m1.png
Drawn at 1 px/um. Supply wires on this layer in gray.
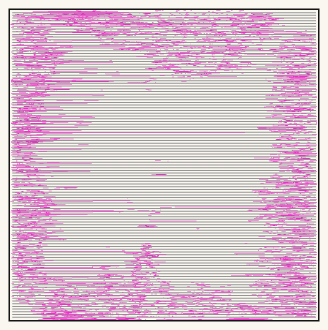
clock_wires.png
Drawn at 1 px/um.
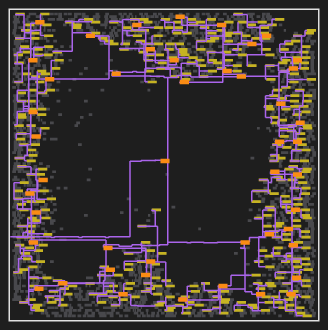
`src/rtl/sm4_core_arbiter.sv`:
```
// sm4_core_arbiter
//   Shares one SM4 encrypt/decrypt core between two requesters using
//   round-robin arbitration. For each accepted request it latches the block
//   and direction, pulses core_enable for one cycle, waits for core_done
//   (guarded by a watchdog), then presents the result on a per-requester
//   valid/ready response channel.
//
// Ports
//   clk, reset                 rising-edge clock, async active-high reset
//   reqN_valid/decrypt/data    request from requester N (N = 0, 1)
//   reqN_ready                 combinational accept strobe (IDLE, winner only)
//   respN_valid/error/data     response to requester N; error = core timeout
//   respN_ready                requester N consumes its response
//   core_enable                one-cycle start to the core
//   core_sel, core_data        direction (1 = decrypt) and block to the core
//   core_key_ready             round keys expanded; gates decrypt requests
//   core_done, core_result     core completion pulse and its result
//   busy                       controller not idle
//   grant_id                   requester currently being served
//
// state | meaning
// ------+-------------------------------------------------------------
// IDLE  | waiting for an eligible request; winner sees reqN_ready
// START | one-cycle core_enable, watchdog cleared
// WAIT  | core running; watchdog counts until done or timeout
// RESP  | response held on grant_id channel until respN_ready

module sm4_core_arbiter #(
    parameter int TIMEOUT_CYCLES = 40,
    parameter int CNT_W          = 6
) (
    input  logic         clk,
    input  logic         reset,

    input  logic         req0_valid,
    input  logic         req0_decrypt,
    input  logic [127:0] req0_data,
    output logic         req0_ready,
    output logic         resp0_valid,
    output logic         resp0_error,
    output logic [127:0] resp0_data,
    input  logic         resp0_ready,

    input  logic         req1_valid,
    input  logic         req1_decrypt,
    input  logic [127:0] req1_data,
    output logic         req1_ready,
    output logic         resp1_valid,
    output logic         resp1_error,
    output logic [127:0] resp1_data,
    input  logic         resp1_ready,

    output logic         core_enable,
    output logic         core_sel,
    output logic [127:0] core_data,
    input  logic         core_key_ready,
    input  logic         core_done,
    input  logic [127:0] core_result,

    output logic         busy,
    output logic         grant_id
);

    typedef enum logic [1:0] {
        IDLE  = 2'd0,
        START = 2'd1,
        WAIT  = 2'd2,
        RESP  = 2'd3
    } state_t;

    state_t           state;
    state_t           state_nxt;
    logic             last_served;
    logic [CNT_W-1:0] wdog;

    logic elig0;
    logic elig1;
    logic win1;
    logic any_elig;
    logic timeout_hit;
    logic resp_ack;

    // Encrypt never waits on key expansion; decrypt needs the round keys.
    assign elig0    = req0_valid && (!req0_decrypt || core_key_ready);
    assign elig1    = req1_valid && (!req1_decrypt || core_key_ready);
    assign any_elig = elig0 || elig1;
    // On a tie the requester that was not served last wins.
    assign win1     = elig1 && (!elig0 || !last_served);

    assign timeout_hit = (wdog == CNT_W'(TIMEOUT_CYCLES - 1));
    assign resp_ack    = grant_id ? resp1_ready : resp0_ready;

    // State register
    always_ff @(posedge clk or posedge reset) begin
        if (reset) begin
            state <= IDLE;
        end else begin
            state <= state_nxt;
        end
    end

    // Next-state logic
    always_comb begin
        state_nxt = state;
        case (state)
            IDLE:    if (any_elig)                  state_nxt = START;
            START:                                  state_nxt = WAIT;
            WAIT:    if (core_done || timeout_hit)  state_nxt = RESP;
            RESP:    if (resp_ack)                  state_nxt = IDLE;
            default:                                state_nxt = IDLE;
        endcase
    end

    // Output logic
    always_comb begin
        core_enable = 1'b0;
        busy        = 1'b0;
        req0_ready  = 1'b0;
        req1_ready  = 1'b0;
        resp0_valid = 1'b0;
        resp1_valid = 1'b0;
        case (state)
            IDLE: begin
                req0_ready = elig0 && !win1;
                req1_ready = win1;
            end
            START: begin
                busy        = 1'b1;
                core_enable = 1'b1;
            end
            WAIT: begin
                busy = 1'b1;
            end
            RESP: begin
                busy        = 1'b1;
                resp0_valid = !grant_id;
                resp1_valid = grant_id;
            end
            default: begin
                busy = 1'b0;
            end
        endcase
    end

    // Datapath: request latch, watchdog, response capture, arbitration history
    always_ff @(posedge clk or posedge reset) begin
        if (reset) begin
            core_sel    <= 1'b0;
            core_data   <= '0;
            grant_id    <= 1'b0;
            last_served <= 1'b1;
            wdog        <= '0;
            resp0_data  <= '0;
            resp0_error <= 1'b0;
            resp1_data  <= '0;
            resp1_error <= 1'b0;
        end else begin
            case (state)
                IDLE: begin
                    if (any_elig) begin
                        grant_id  <= win1;
                        core_data <= win1 ? req1_data    : req0_data;
                        core_sel  <= win1 ? req1_decrypt : req0_decrypt;
                    end
                end
                START: begin
                    wdog <= '0;
                end
                WAIT: begin
                    wdog <= wdog + CNT_W'(1);
                    // A done pulse on the timeout cycle still delivers the result.
                    if (core_done) begin
                        if (grant_id) begin
                            resp1_data  <= core_result;
                            resp1_error <= 1'b0;
                        end else begin
                            resp0_data  <= core_result;
                            resp0_error <= 1'b0;
                        end
                    end else if (timeout_hit) begin
                        if (grant_id) begin
                            resp1_data  <= '0;
                            resp1_error <= 1'b1;
                        end else begin
                            resp0_data  <= '0;
                            resp0_error <= 1'b1;
                        end
                    end
                end
                RESP: begin
                    if (resp_ack) begin
                        last_served <= grant_id;
                    end
                end
                default: begin
                    wdog <= '0;
                end
            endcase
        end
    end

endmodule

```
`config.mk`:
```
export PLATFORM = sky130hd
export DESIGN_NAME = sm4_core_arbiter
export DESIGN_NICKNAME = d
export VERILOG_FILES = /design/src/rtl/sm4_core_arbiter.sv
export SDC_FILE = /design/constraint.sdc
export NUM_CORES = 1
export LEC_CHECK = 0
export CORE_AREA = 2 2 306 308
export DETAILED_ROUTE_END_ITERATION = 6
export DIE_AREA = 0 0 308 310
export SYNTH_ARGS = -nofsm -noshare
export SYNTH_HDL_FRONTEND = slang
export SYNTH_SLANG_ARGS = --single-unit
```
`constraint.sdc`:
```
create_clock -name clk -period 37.6 [get_ports clk]
set_clock_uncertainty 0.05 [all_clocks]
set_input_delay 7.52 -clock clk [delete_from_list [all_inputs] [get_ports clk]]
set_output_delay 7.52 -clock clk [all_outputs]
set_load 0.02 [all_outputs]
```
==> impl_metrics.tcl <==
# yosys + openroad results
set metrics [dict create \
    place_ws_ps 20070 \
    min_delay_path_depth 2 \
    ios 788 \
    drv_slew 0 \
    drt_iter0_drc 513 \
    crit_fanout 48 \
    xor_area_share_pct 0.05147 \
    rr_endpoint "core_data[31]$_DFFE_PP0P_" \
    seq_power_share_pct 32.7 \
    ys_sh_adder_pct 0.4411 \
    top_cells_by_count "396 x dfrtp_1, 257 x mux2_2, 135 x nand2_1, 131 x mux2i_1, 130 x and2_1" \
    reg2reg_setup_slack_ps 33990 \
    worst-path-buf-inv 3 \
    clk_pin_slew_ps 60 \
    lay_top_cells "786 x clkdlybuf4s50_1, 396 x dfrtp_1, 257 x mux2_2" \
    swShare_pct 36.72 \
    ys_seq_share_pct 58.39 \
    ir_drop_uv 50.40 \
    timing.fmax_ghz 0.05714 \
    min_path_type "reg -> reg" \
    fill_cells 9562 \
    p_switching_uw 820.6 \
    drc_errors 0 \
    slew_headroom_pct 24.71 \
    fp.coreArea_mm2 0.09249 \
    status "completed" \
    largest_area_cell "dfrtp_1" \
    largestRegisters "core_data (128), resp0_data (128), resp1_data (128)" \
]
About m1.png:
share of all routed wire: 39%
nets with wire on the layer: 2221
longest straight run: 230 um
via count: 12960
Post-Route WL: 64330 um
GR Util met1: 14.58%

About clock_wires.png:
[purple] clock wires | length: 6410 um
[yellow] flip-flops | count: 397
[orange] clock-net drivers | count: 47
routed clock nets: 48
clk pwr: 445 uW
Latency at later pin: 580 ps
clock network fraction of total power: 19.9%

logic make-up after synthesis:
group                      Yosys count
muxes                              388
and+or+nand+nor                    288
adders and majority gates            6
AOI/OAI and AO/OA                  148
xor gates and xnor gates             1
buffers and inverters               96
DFF                                397
final cells by class:
cell class | instances | share of cell area (%)
diodes | 6 | 0.05455
multi-input cells | 831 | 23.81
inverters | 10 | 0.1637
clock inverters | 15 | 0.5228
clock buffers | 66 | 4.828
repair buffers | 801 | 29.08
well taps | 1197 | 5.441
flip-flops and latches | 397 | 36.10
per-layer routing:
metal  GRT usage (%)  routed length [um]  part of all wire (%)  up-vias
met2           22.63               32240                    50      523
met4           3.063                1041                   1.6        4
met1           14.58               25250                    39     6269
met3           4.952                5776                   9.0       83
met5               0                  27                 0.042        -
li1                -                   -                     -     6076
Power figures rest on the tool's default switching activity, not on a simulated workload.
